Run 1, met3 routing:
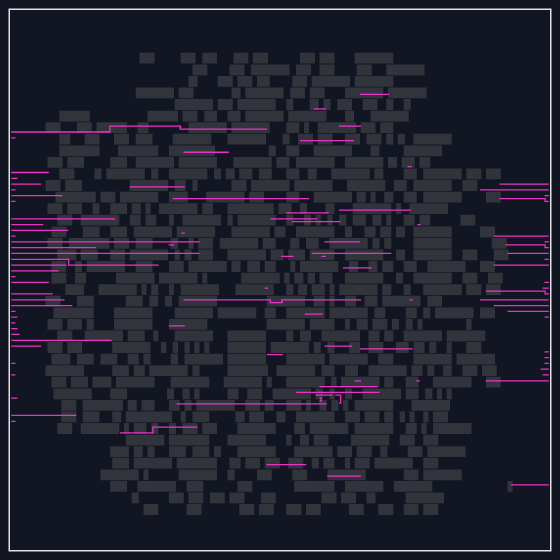
Run 1, routing congestion:
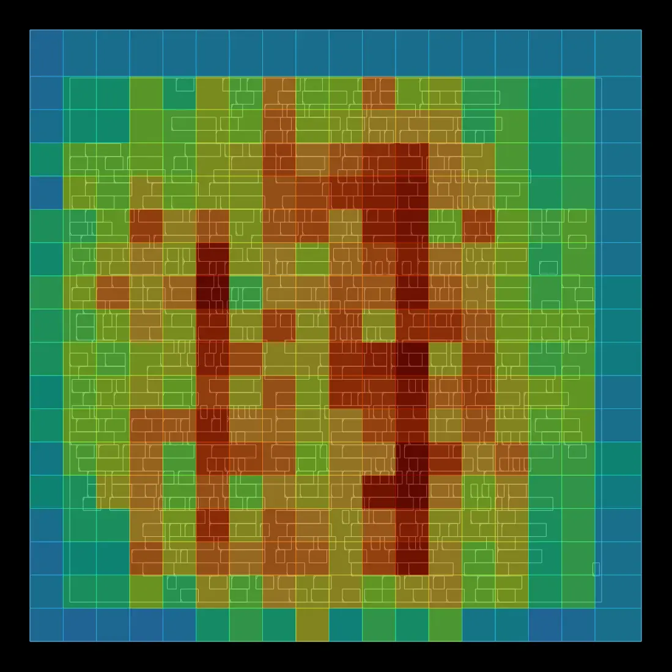
Run 1, clock wires, drivers and flops:
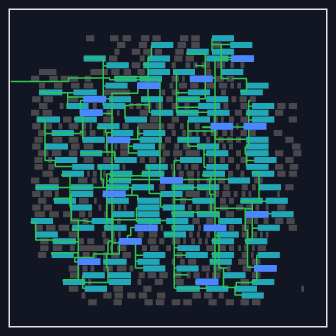
Run 1, drive-strength map:
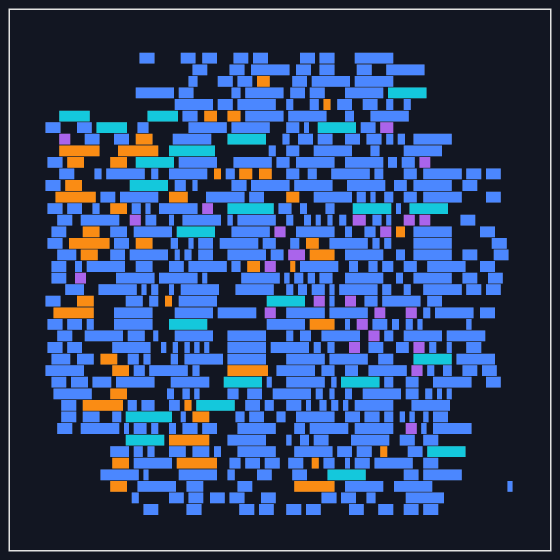
`src/rtl/layer_compositor.sv`:
```
// Priority compositor for the VGA path: picks one pixel from NUM_LAYERS layers over a background,
// with colour-key transparency, frame-synchronous enable/blink, a two-stage pipeline and claw collision flags.
module layer_compositor #(
  parameter int                 NUM_LAYERS   = 8,
  parameter int                 RGB_W        = 8,
  parameter logic [RGB_W-1:0]   TRANSPARENT  = 8'hFF,
  parameter int                 BLINK_FRAMES = 16,
  parameter int                 IDX_W        = $clog2(NUM_LAYERS + 1)
) (
  input  logic                        clk,
  input  logic                        resetN,
  input  logic                        sof,
  input  logic                        pixel_valid_in,
  input  logic [NUM_LAYERS-1:0]       layer_dr,
  input  logic [NUM_LAYERS*RGB_W-1:0] layer_rgb,
  input  logic [RGB_W-1:0]            bg_rgb,
  input  logic [NUM_LAYERS-1:0]       layer_en,
  input  logic [NUM_LAYERS-1:0]       blink_en,
  output logic [RGB_W-1:0]            RGBOut,
  output logic                        pixel_valid_out,
  output logic [IDX_W-1:0]            winner_idx,
  output logic [NUM_LAYERS-1:0]       collision_vec,
  output logic                        collision_irq
);

  localparam int               CNT_W    = $clog2(BLINK_FRAMES);
  localparam logic [CNT_W-1:0] CNT_LAST = CNT_W'(BLINK_FRAMES - 1);
  localparam logic [IDX_W-1:0] IDX_BG   = IDX_W'(NUM_LAYERS);

  // frame-synchronous control state
  logic [NUM_LAYERS-1:0]       en_act_q,      en_act_d;
  logic [NUM_LAYERS-1:0]       blink_act_q,   blink_act_d;
  logic                        blink_phase_q, blink_phase_d;
  logic [CNT_W-1:0]            frame_cnt_q,   frame_cnt_d;
  logic [NUM_LAYERS-1:0]       acc_q,         acc_d;
  logic [NUM_LAYERS-1:0]       coll_vec_q,    coll_vec_d;
  logic                        coll_irq_q,    coll_irq_d;

  // stage 1 registers
  logic [NUM_LAYERS-1:0]       s1_dr_q,       s1_dr_d;
  logic [NUM_LAYERS*RGB_W-1:0] s1_rgb_q,      s1_rgb_d;
  logic [RGB_W-1:0]            s1_bg_q,       s1_bg_d;
  logic                        s1_valid_q,    s1_valid_d;

  // stage 2 (output) registers
  logic [RGB_W-1:0]            rgb_out_q,     rgb_out_d;
  logic [IDX_W-1:0]            winner_q,      winner_d;
  logic                        valid_out_q,   valid_out_d;

  logic [NUM_LAYERS-1:0]       eff_dr_s;
  logic [NUM_LAYERS-1:0]       hits_s;

  // Effective draw request: drawing, not colour-keyed, enabled, not blinked off, active video.
  always_comb begin
    eff_dr_s = {NUM_LAYERS{1'b0}};
    for (int k = 0; k < NUM_LAYERS; k++) begin
      eff_dr_s[k] = layer_dr[k]
                  & (layer_rgb[k*RGB_W +: RGB_W] != TRANSPARENT)
                  & en_act_q[k]
                  & ~(blink_act_q[k] & blink_phase_q)
                  & pixel_valid_in;
    end
  end

  // Claw (layer 0) overlap with each other layer on this pixel.
  always_comb begin
    hits_s = {NUM_LAYERS{1'b0}};
    if (eff_dr_s[0]) begin
      hits_s = {eff_dr_s[NUM_LAYERS-1:1], 1'b0};
    end else begin
      hits_s = {NUM_LAYERS{1'b0}};
    end
  end

  // Frame-boundary updates: enables, blink timing and collision hand-off.
  always_comb begin
    en_act_d      = en_act_q;
    blink_act_d   = blink_act_q;
    blink_phase_d = blink_phase_q;
    frame_cnt_d   = frame_cnt_q;
    acc_d         = acc_q | hits_s;
    coll_vec_d    = coll_vec_q;
    coll_irq_d    = 1'b0;
    if (sof) begin
      en_act_d    = layer_en;
      blink_act_d = blink_en;
      coll_vec_d  = acc_q;
      coll_irq_d  = (acc_q != {NUM_LAYERS{1'b0}});
      // hits in the sof cycle already belong to the new frame
      acc_d       = hits_s;
      if (frame_cnt_q == CNT_LAST) begin
        frame_cnt_d   = {CNT_W{1'b0}};
        blink_phase_d = ~blink_phase_q;
      end else begin
        frame_cnt_d   = frame_cnt_q + {{(CNT_W-1){1'b0}}, 1'b1};
      end
    end else begin
      coll_irq_d = 1'b0;
    end
  end

  // Stage 1 capture.
  always_comb begin
    s1_dr_d    = eff_dr_s;
    s1_rgb_d   = layer_rgb;
    s1_bg_d    = bg_rgb;
    s1_valid_d = pixel_valid_in;
  end

  // Stage 2: lowest set index wins; background otherwise; blank outside active video.
  always_comb begin
    rgb_out_d   = {RGB_W{1'b0}};
    winner_d    = IDX_BG;
    valid_out_d = s1_valid_q;
    if (s1_valid_q) begin
      rgb_out_d = s1_bg_q;
      for (int k = NUM_LAYERS - 1; k >= 0; k--) begin
        if (s1_dr_q[k]) begin
          rgb_out_d = s1_rgb_q[k*RGB_W +: RGB_W];
          winner_d  = IDX_W'(k);
        end
      end
    end else begin
      rgb_out_d = {RGB_W{1'b0}};
      winner_d  = IDX_BG;
    end
  end

  // Control state registers.
  always_ff @(posedge clk or negedge resetN) begin
    if (!resetN) begin
      en_act_q      <= {NUM_LAYERS{1'b1}};
      blink_act_q   <= {NUM_LAYERS{1'b0}};
      blink_phase_q <= 1'b0;
      frame_cnt_q   <= {CNT_W{1'b0}};
      acc_q         <= {NUM_LAYERS{1'b0}};
      coll_vec_q    <= {NUM_LAYERS{1'b0}};
      coll_irq_q    <= 1'b0;
    end else begin
      en_act_q      <= en_act_d;
      blink_act_q   <= blink_act_d;
      blink_phase_q <= blink_phase_d;
      frame_cnt_q   <= frame_cnt_d;
      acc_q         <= acc_d;
      coll_vec_q    <= coll_vec_d;
      coll_irq_q    <= coll_irq_d;
    end
  end

  // Pipeline registers.
  always_ff @(posedge clk or negedge resetN) begin
    if (!resetN) begin
      s1_dr_q     <= {NUM_LAYERS{1'b0}};
      s1_rgb_q    <= {(NUM_LAYERS*RGB_W){1'b0}};
      s1_bg_q     <= {RGB_W{1'b0}};
      s1_valid_q  <= 1'b0;
      rgb_out_q   <= {RGB_W{1'b0}};
      winner_q    <= {IDX_W{1'b0}};
      valid_out_q <= 1'b0;
    end else begin
      s1_dr_q     <= s1_dr_d;
      s1_rgb_q    <= s1_rgb_d;
      s1_bg_q     <= s1_bg_d;
      s1_valid_q  <= s1_valid_d;
      rgb_out_q   <= rgb_out_d;
      winner_q    <= winner_d;
      valid_out_q <= valid_out_d;
    end
  end

  assign RGBOut          = rgb_out_q;
  assign winner_idx      = winner_q;
  assign pixel_valid_out = valid_out_q;
  assign collision_vec   = coll_vec_q;
  assign collision_irq   = coll_irq_q;

endmodule

```
`config.mk`:
```
export PLATFORM = sky130hd
export DESIGN_NAME = layer_compositor
export DESIGN_NICKNAME = d
export VERILOG_FILES = /design/src/rtl/layer_compositor.sv
export SDC_FILE = /design/constraint.sdc
export NUM_CORES = 1
export LEC_CHECK = 0
export CELL_PAD_IN_SITES_DETAIL_PLACEMENT = 1
export CELL_PAD_IN_SITES_GLOBAL_PLACEMENT = 1
export CORE_MARGIN = 8
export CORE_UTILIZATION = 39
export DETAILED_ROUTE_END_ITERATION = 6
export PLACE_DENSITY = 0.82
export SLEW_MARGIN = 30
export SYNTH_ARGS = -nofsm -noshare
export SYNTH_HDL_FRONTEND = slang
export SYNTH_SLANG_ARGS = --single-unit
```
`constraint.sdc`:
```
create_clock -name clk -period 1.7 [get_ports clk]
set_input_delay 0.34 -clock clk [delete_from_list [all_inputs] [get_ports clk]]
set_output_delay 0.34 -clock clk [all_outputs]
set_load 0.01 [all_outputs]
```
==> out/qor_table.md, run 1 <==
| Group | Quantity | Reported |
|:---|:---|:---|
| status | Result of the run | finished, final reports clean |
| worst setup path | Largest delay share family, worst path | buffers and inverters |
| final timing | Final hold vios | 0 |
| placed design | Tally of buffers added on design ports | 120 |
| final layout | Layout cell share with drive strength beyond 1 | 0.177 |
| die | Area of the die | 0.0161 mm^2 |
| final layout | Commonest cells after routing, fill and taps aside | 120 x sky130_fd_sc_hd__dfrtp_1, 115 x sky130_fd_sc_hd__clkdlybuf4s50_1, 18 x sky130_fd_sc_hd__a21oi_1, 18 x sky130_fd_sc_hd__nand4_1 |
| final timing | Minimum period implied by the final worst setup slack | 1.66 ns |
| cts | Clk slew on worst S/H paths | 0.06 ns |
| synthesis | Seq share, synth | 0.680 |
| worst setup path | CP startpoint | collision_irq |
| drt | Detailed-routed wire length on met2 | 7.73 mm |
| synthesis | Number of enable-type register cells in the synthesized netlist | 0 |
| pwr | PwrDens | 1220 mW/mm^2 |
| flow run | Number of OpenROAD warnings | 26 |
| global routing | Met2 global-route usage | 0.334 |
| synthesis | Yosys stat cell total | 362 |
| global routing | Grt total ovfl | 0 |
| final layout | Biggest register | s1_rgb_q |
| synthesis | Ys flop type | sky130_fd_sc_hd__dfrtp_1 |
| cts | Clock Path Buffers | 2 |
| cts | CTS buffer count | 17 |
| pwr | Power in combinational cells | 1.15 mW |
| synthesis | Synth Net Count | 463 |
| drt | Sum of met3 wire segment lengths after detailed routing | 924 um |
| final layout | Final-stage net count | 603 |
| cts | Root buffer selected by CTS | sky130_fd_sc_hd__clkbuf_16 |
| pwr | Total chip power | 8.39 mW |
| placed design | Placed instance area | 0.00624 mm^2 |
| global routing | Number of antenna violations at the first check in global routing | 0 |
| drt | Vias per cell | 5.36 |
| synthesis | Flops & latches, synth | 130 |
| worst setup path | CP Depth | 1 |
| final timing | Post-Route Skew | 0.00777 ns |
| die | Width of the chip | 127 um |
| pwr | Leakage power summed over all cells | 2.92 nW |
| die | Number of standard-cell rows in the floorplan | 40 |
| drt | DRT iter0 DRCs | 159 |
| drt | Detailed Routing Iterations Pass 1 | 5 |
| worst hold path | Terminating pin of the worst hold path | s1_bg_q[0] |
| synthesis | Number of warnings printed during yosys synthesis | 0 |
| placed design | Pre-CTS setup slack | -0.161 ns |
| synthesis | Yosys stat area | 0.00480 mm^2 |
| pwr | Share of total power in combinational logic | 0.137 |
| synthesis | Post-synth top area cell | sky130_fd_sc_hd__dfrtp_1 |
| worst hold path | Type of the most critical hold path | input pin to flip-flop |
| synthesis | Cell count after synthesis | 362 |
| pwr | Int Pwr | 6.29 mW |
| die | Number of ports placed on the die boundary | 122 |
About 'met3 routing':
main direction: horizontal
share of all routed wire: 6.3%
met3 usage in global routing: 0.0649
via count: 3547
total detailed-routing wirelength: 14.8 mm

About 'routing congestion':
global-route track usage on met1: 0.208
Wirelength per Cell: 22.3 um
Global Route Usage Sum: 0.193

About 'clock wires, drivers and flops':
legend:
  flip-flops:
    colour: cyan
    count: 130
  cells driving clock nets:
    colour: blue
    count: 17
  clock wires:
    colour: green
    length: 1630 um
routed clock nets: 18

About 'drive-strength map':
legend:
  drive 6 and up:
    colour: cyan
    cells: 23
  drive 2:
    colour: orange
    cells: 44
  drive 1 or less:
    colour: blue
    cells: 424
  drive 3 to 4:
    colour: purple
    cells: 24

-- run 1: layout make-up --
type                    instances  area (um^2)
fillers                      1216         5140
flip-flops and latches        130         3270
repair buffers                140         1400
multi-input cells             196         1370
clock buffers                  17          425
well taps                     147          184
clock inverters                15          168
inverters                      17         63.8
-- run 1: logic make-up after synthesis --
logic type,after synthesis,share of synthesized area
xor+xnor,2,0.00365
buf+inv,36,0.0386
simple gates,85,0.0954
flops,130,0.680
other cells,1,0.000781
fa+ha+maj,1,0.00261
compound gates,75,0.106
mux,32,0.0733
==> run 2, diff against run 1 <==
- clock period: 1.7 -> 1.8 ns (I/O delays scaled with it)
Run 2, drive-strength map:
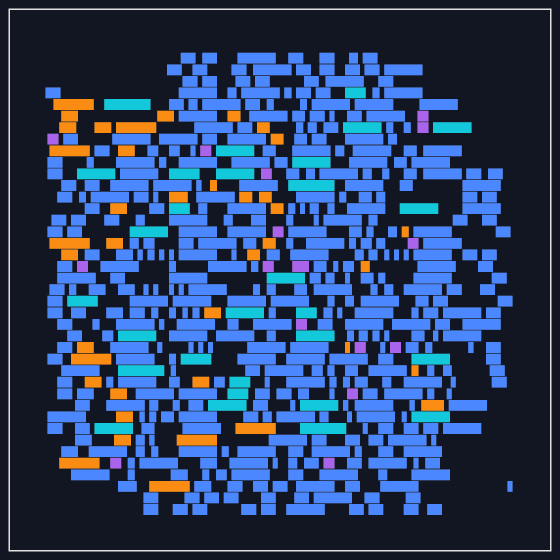
legend:
  drive 3 to 4:
    colour: purple
    cells: 16
  drive 1 or less:
    colour: blue
    cells: 427
  drive 2:
    colour: orange
    cells: 39
  drive 6 and up:
    colour: cyan
    cells: 29

Run 2, met3 routing:
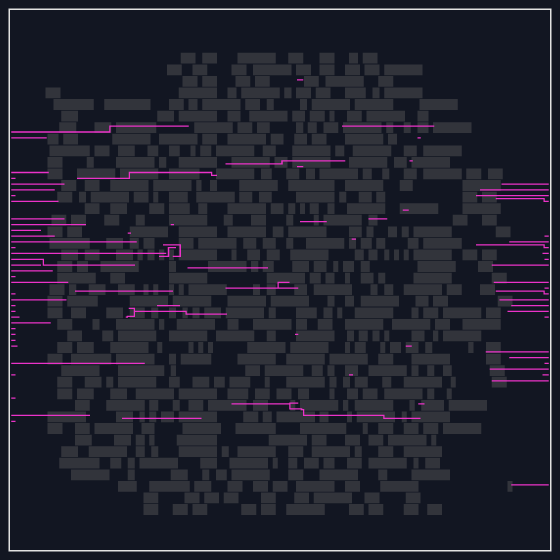
nets with wire on the layer: 70
wire length on this layer: 840 um
longest straight run: 36.1 um
share of all routed wire: 5.9%
main direction: horizontal

Run 2, routing congestion:
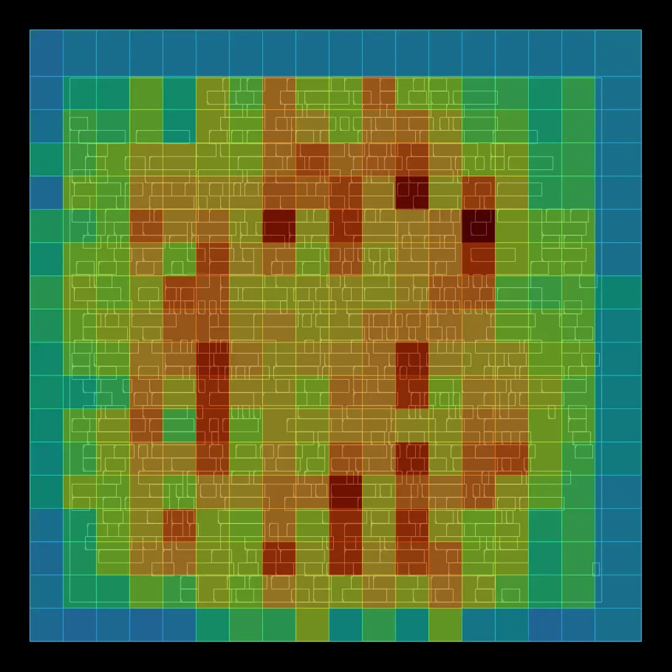
Most Used Layer, Global Route: met2
Global Route Usage Sum: 0.185
final design utilization: 0.573

==> run 2 against run 1 <==
  * Via count down 3.0%
  * Final area about the same
  * Synthesized cell count unchanged
  * Worst setup slack better by 0.073 ns
  * Final cell count down 0.60%
  * Clock skew down 0.0018 ns
  * Highest routed layer unchanged
==> out/qor_table.md, run 2 <==
| Group | Quantity | Reported | Delta |
|:---|:---|:---|:---|
| die | Number of ports placed on the die boundary | 122 | unchanged |
| drt | Detailed-routed wire length on met2 | 7.26 mm | -6.1% |
| final layout | Commonest cells after routing, fill and taps aside | 121 x sky130_fd_sc_hd__dfrtp_1, 119 x sky130_fd_sc_hd__clkdlybuf4s50_1, 18 x sky130_fd_sc_hd__a21oi_1, 18 x sky130_fd_sc_hd__nand4_1 |  |
| synthesis | Ys flop type | sky130_fd_sc_hd__dfrtp_1 |  |
| placed design | Pre-CTS setup slack | -0.0680 ns | +0.0935 ns |
| synthesis | Flops & latches, synth | 130 | unchanged |
| final layout | Layout filler cell count | 1213 | -0.25% |
| final layout | Final-stage net count | 599 | -0.66% |
| die | Area of the die | 0.0161 mm^2 | unchanged |
| synthesis | Yosys stat cell total | 362 | unchanged |
| synthesis | Share of synthesized cell area in and-or and or-and compound cells | 0.106 | unchanged |
| worst hold path | Terminating pin of the worst hold path | s1_bg_q[5] |  |
| die | Number of standard-cell rows in the floorplan | 40 | unchanged |
| global routing | Number of antenna violations at the first check in global routing | 0 | unchanged |
| pwr | Power in combinational cells | 1.04 mW | -10% |
| cts | Clock Path Buffers | 2 | unchanged |
| pwr | Share of total power in combinational logic | 0.128 | -0.009 |
| synthesis | Number of enable-type register cells in the synthesized netlist | 0 | unchanged |
| drt | Total detailed-routing wirelength | 14.1 mm | -4.4% |
| pwr | PwrDens | 1180 mW/mm^2 | -3.1% |
| final layout | Layout cell share with drive strength beyond 1 | 0.164 | -0.0123 |
| drt | Via count | 3439 | -3.0% |
| cts | CTS buffer count | 17 | unchanged |
| drt | Vias per cell | 5.23 | -2.5% |
| worst setup path | Largest delay share family, worst path | buffers and inverters |  |
| synthesis | Number of warnings printed during yosys synthesis | 0 | unchanged |
| final timing | Minimum period implied by the final worst setup slack | 1.68 ns |  |
| final layout | Biggest register | s1_rgb_q |  |
| worst hold path | Type of the most critical hold path | input pin to flip-flop |  |
| pwr | Int Pwr | 6.26 mW | -0.59% |
| placed design | Placed instance area | 0.00621 mm^2 | -0.48% |
| synthesis | Adder-cell area share of the yosys netlist | 0.00261 | unchanged |
| pwr | Total chip power | 8.14 mW | -3.1% |
| synthesis | Cell count after synthesis | 362 | unchanged |
| drt | DRT iter0 DRCs | 239 | +50% |
| flow run | Number of OpenROAD warnings | 26 | unchanged |
| pwr | Leakage power summed over all cells | 2.85 nW | -2.2% |
| placed design | Tally of buffers added on design ports | 120 | unchanged |
| drt | Detailed Routing Iterations Pass 1 | 5 | unchanged |
| status | Result of the run | finished, final reports clean |  |
| drt | Wirelength per Cell | 21.4 um | -3.8% |
==> run 2: cell counts after synthesis <==
Identical to the previous run, type by type.
==> run 2: layout make-up <==
cell class | count | area [um^2] | area share
flip-flops and latches | 130 | 3260 | 0.475
multi-input cells | 196 | 1360 | 0.198
repair buffers | 136 | 1360 | 0.198
clock buffers | 23 | 498 | 0.0724
well taps | 147 | 184 | 0.0267
clock inverters | 9 | 150 | 0.0218
inverters | 17 | 63.8 | 0.00928
==> run 2: repair_timing <==
item | 4_1_cts | 5_1_grt
resized | 2 | 1
hold buffers | 1 | 0
endpoints found under the hold margin | 17 | 0
endpoints found under the setup margin | 1 | 6
setup buffers | 0 | 0
==> run 2: per-layer routing <==
metal  up-vias  global-route usage
met1      1743               0.204
met5         -                   0
met3        22              0.0687
met4         0              0.0658
met2        97               0.319
li1       1577                   -
==> run 3, diff against run 2 <==
- CAP_MARGIN: unset -> 20
- CTS_CLUSTER_SIZE: unset -> 24
Run 3, routing congestion:
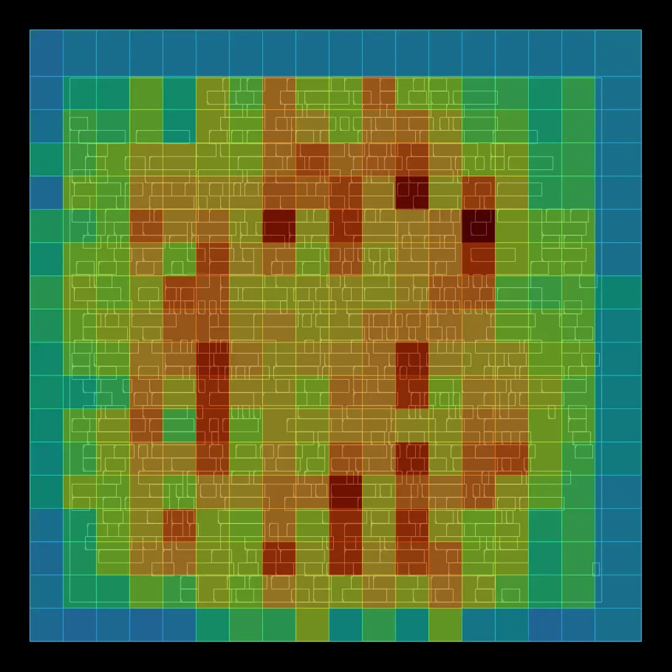
met3 usage in global routing: 0.0687
Wirelength per Cell: 21.4 um
global-route track usage on met1: 0.204
met2 global-route usage: 0.319

Run 3, logic cells by family:
Scale bar: 50 um.
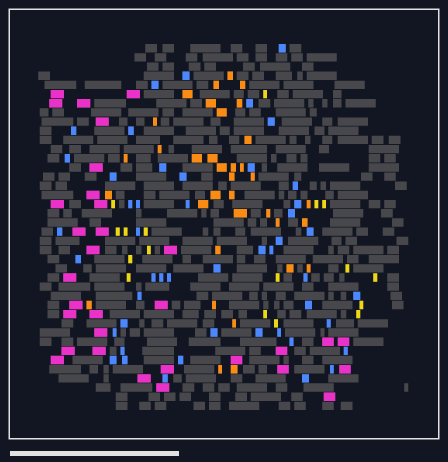
legend:
  NAND gates:
    colour: blue
    cells: 48
    most_used: nand4_1
  NOR gates:
    colour: orange
    cells: 35
    most_used: nor2_1
  inverters:
    colour: yellow
    cells: 17
    most_used: inv_1
  multiplexers:
    colour: magenta
    cells: 32
    most_used: mux2_2
    where: all over the die
multi-input gate share of the layout cell area: 0.198
non-filler instance count after layout: 658
most numerous logic cell after layout: sky130_fd_sc_hd__dfrtp_1

Run 3, clock wires, drivers and flops:
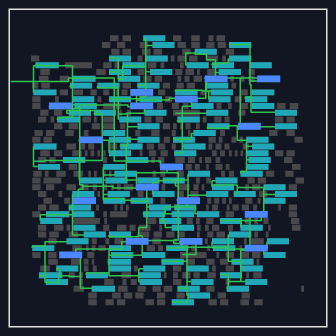
legend:
  clock wires:
    colour: green
    length: 1540 um
  cells driving clock nets:
    colour: blue
    count: 17
  flip-flops:
    colour: cyan
    count: 130
routed clock nets: 18

==> run 3 against run 2 <==
  * Worst setup slack did not move
  * First-iteration DRC count did not move
  * Non-clock buffer count did not move
  * Sequential share of layout area did not move
  * Combinational power barely moved
  * Clock power barely moved
  * Clock-buffer cell count did not move
  * Largest cell class unchanged
  * Synthesized area did not move
  * Largest power group unchanged
  * Highest routed layer unchanged
  * Fmax did not move
  * Critical path depth did not move
  * Hold slack did not move
==> out/qor_table.md, run 3 <==
| Group | Quantity | Reported | Delta |
|:---|:---|:---|:---|
| flow run | Number of OpenROAD warnings | 26 | unchanged |
| worst setup path | Crit path capture type | output pin |  |
| final layout | Final design utilization | 0.573 | unchanged |
| synthesis | Number of enable-type register cells in the synthesized netlist | 0 | unchanged |
| placed design | Pre-CTS setup slack | -0.0680 ns | unchanged |
| final timing | Minimum period implied by the final worst setup slack | 1.68 ns | unchanged |
| global routing | Number of global-route vias before repair | 4082 |  |
| drt | DRT iter0 DRCs | 239 | unchanged |
| drt | Total detailed-routing wirelength | 14.1 mm | unchanged |
| cts | CTS buffer count | 17 | unchanged |
| cts | Setup bufs post-CTS | 0 | unchanged |
| global routing | Global Route Usage Sum | 0.185 | unchanged |
| final layout | Layout cell share with drive strength beyond 1 | 0.164 | unchanged |
| synthesis | Async set or reset register ratio after synthesis | 1.00 |  |
| global routing | Number of antenna violations at the first check in global routing | 0 | unchanged |
| pwr | PwrDens | 1180 mW/mm^2 | unchanged |
| global routing | Most Used Layer, Global Route | met2 |  |
| pwr | Power in combinational cells | 1.04 mW | about the same |
| worst setup path | Chain of cells forming the critical path | clkdlybuf4s50_1 |  |
| final layout | Count of non-CTS inverters in the layout | 17 | unchanged |
| drt | Detailed Routing Iterations Pass 1 | 5 | unchanged |
| worst setup path | Largest delay share family, worst path | buffers and inverters |  |
| synthesis | Ys flop type | sky130_fd_sc_hd__dfrtp_1 |  |
| pwr | Total chip power | 8.14 mW | unchanged |
| final layout | Most area-hungry cell class in the final design | sequential cells |  |
| final layout | Clock tree cell share of total cell area | 0.0942 | unchanged |
| final layout | Final-layout non-clock buffer area share | 0.198 | unchanged |
| final layout | Layout buffer count excluding clock buffers | 136 | unchanged |
| die | Number of standard-cell rows in the floorplan | 40 | unchanged |
| synthesis | Flops & latches, synth | 130 | unchanged |
| synthesis | Largest cells by area after synthesis | sky130_fd_sc_hd__dfrtp_1 64%, sky130_fd_sc_hd__dfstp_2 4.4%, sky130_fd_sc_hd__mux2_2 3.5% |  |
| pwr | Share of total power in combinational logic | 0.128 | about the same |
| placed design | Tally of buffers added on design ports | 120 | unchanged |
| synthesis | Cell count after synthesis | 362 | unchanged |
| final layout | Proportion of cell area occupied by registers | 0.475 | unchanged |
| status | Result of the run | finished, final reports clean |  |
| final layout | Count of multi-input combinational gates | 196 | unchanged |
| die | Tapcell count | 147 | unchanged |
| synthesis | Yosys stat cell total | 362 | unchanged |
| final layout | Final-stage net count | 599 | unchanged |
| synthesis | Number of warnings printed during yosys synthesis | 0 | unchanged |
| placed design | Placed instance area | 0.00621 mm^2 | unchanged |
| cts | Number of buffers inserted for hold repair after clock tree synthesis | 1 | unchanged |
| final layout | Commonest cells after routing, fill and taps aside | 121 x sky130_fd_sc_hd__dfrtp_1, 119 x sky130_fd_sc_hd__clkdlybuf4s50_1, 18 x sky130_fd_sc_hd__a21oi_1, 18 x sky130_fd_sc_hd__nand4_1 |  |
| cts | CTS-repair resized insts | 2 | unchanged |
| final layout | Clock buffer count | 23 | unchanged |
| final layout | Biggest register | s1_rgb_q |  |
| pwr | Int Pwr | 6.26 mW | unchanged |
| final layout | Area used by sequential logic in the layout | 0.00326 mm^2 | unchanged |
| drt | Detailed-routed wire length on met2 | 7.26 mm | unchanged |
| pwr | Leakage power summed over all cells | 2.85 nW | unchanged |
| drt | # DRC | 0 |  |
| final layout | Layout filler cell count | 1213 | unchanged |
| drt | Via count | 3439 | unchanged |
| drt | Vias per cell | 5.23 | unchanged |
| pwr | Group drawing the most power | the clock network |  |
run 3: cells by family after synthesis:
family                   Yosys count  share of synthesized area
AND-OR/OR-AND                     75                      0.106
XOR/XNOR                           2                    0.00365
adder cells (fa/ha/maj)            1                    0.00261
buffers and inverters             36                     0.0386
flip-flops                       130                      0.680
multiplexers                      32                     0.0733
other                              1                   0.000781
AND/OR/NAND/NOR                   85                     0.0954
run 3: worst min path at each step:
stage | endpoint | slack (ns) | depth (start not counted)
global placement | blink_act_q[3] | 0.31 | 1
CTS | s1_bg_q[4] | 0.37 | 1
detailed placement | blink_act_q[3] | 0.32 | 1
global route | s1_bg_q[4] | 0.37 | 1
finish | s1_bg_q[5] | 0.39 | 1
floorplan | RGBOut[0] | 0.06 | 0
No activity file was given, so power comes from the tool's default toggle rates.
